Design lab6_sequencer_flat, sky130hd; sources not shown.
**Selected gate families**

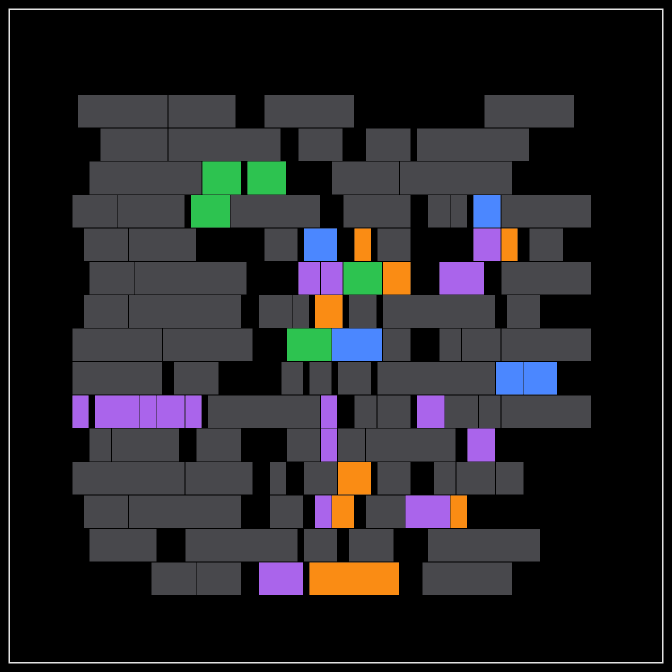
| family | colour | cells | most used |
|---|---|---|---|
| nand cells | orange | 8 | nand2_1 |
| and/or cells | blue | 5 | and2b_1 |
| nor cells | purple | 16 | nor2_1 |
| non-inverting ao/oa cells | green | 5 | a22o_1 |
Comb/total area: 0.3779
most frequent logic cell in the layout: buf_12
fin cells: 137

**Track usage over the die**

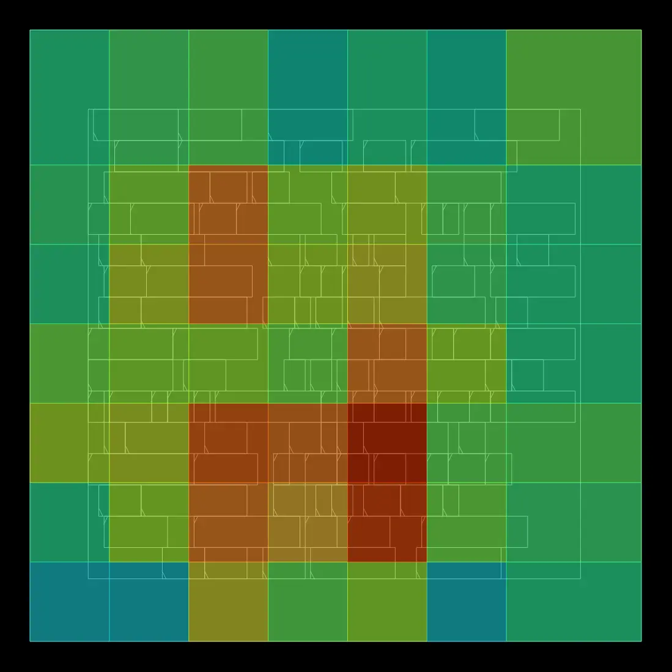
busiest layer in global routing: met2
met1 Track Usage GR: 0.2139
GR Util All Layers: 0.1662

==> results.ini <==
[run_status]
outcome=finished, final reports clean

[drt]
drt-met1-wl_um=951
vias=738
via_per_inst=5.387
avgRoutedWirePerCell_um=15.31
dr_wl_met2_um=995
drtIter0Drc=3
drt_first_pass_iters=3
ant_nets=0
drc=0

[final_timing]
final-hold-violation-count=0
setup_viol=0
max_freq_mhz=528.4
hold_ws_ns=0.2880
final_max_slew_viol_count=0
period_used_share=0.9858
tns_ns=0

[worst_setup_path]
cp_max_fo=15
arrival_ns=1.70
reg2reg_slack_ns=0.20
crit_chain=and2b_1 > nor3_1 > a22o_1 > buf_12
startpoint_type=flip-flop

[min_path]
hp-class=in2async

[run]
cap_violations=0

[layout]
drive_above_1_share=0.3482
largest_class=logic gates
seq_cell_count=13
seq_share=0.2490
fin_area_mm2=0.001311
logic_gate_count=62
comb_area_um2=495.5

[die]
die_h_um=53.13
dieWidth_um=53.13
io_pins=27

[placement]
placed_cells=133
dpl-instance-area_mm2=0.001284
preCtsSetupSlack_ns=0.2145

[yosys]
common_cells=dfrtp_1 (13), mux2_4 (9), nor2_1 (6)
synth_area_um2=837.1
syn-mean-instance-area_um2=10.21
synthArstFlopShare=1.000
ff_type=dfrtp_1
yosysSeqAreaShare=0.3886
area_leaders=dfrtp_1 (39%), mux2_4 (16%), a22o_1 (3.1%)
ys_warn_count=0

[global_route]
grt_pass1_wl_mm=3.360

[cts]
cts_max_level=1
clock_latency_ns=0.28

[power]
p_leak_nw=0.5706
p_per_area_mw_per_mm2=1935
power_mw=2.537

## cells by family (layout without fill, tap and decap cells)
| kind of cell | count (synthesis) | after routing | share of synthesized area |
|---|---|---|---|
| mux | 10 | 10 | 0.1734 |
| simple gates | 29 | 29 | 0.2122 |
| flops | 13 | 13 | 0.3886 |
| xor+xnor | 1 | 1 | 0.01047 |
| buf+inv | 7 | 37 | 0.03737 |
| compound gates | 22 | 22 | 0.1779 |
## report_power, final
part / internal, mW / leakage, nW / total, mW / switching (mW)
registers: 0.414 / 0.156 / 0.584 / 0.170
logic: 0.873 / 0.400 / 1.78 / 0.905
clock network: 0.0805 / 0.0150 / 0.174 / 0.0936
total: 1.37 / 0.571 / 2.54 / 1.17
## timing repair
action	in CTS	in global routing
buffers inserted	0	0
hold buffers	0	0
gates resized	1	0
endpoints found under the setup margin	3	0
Power and IR drop assume default switching activity.
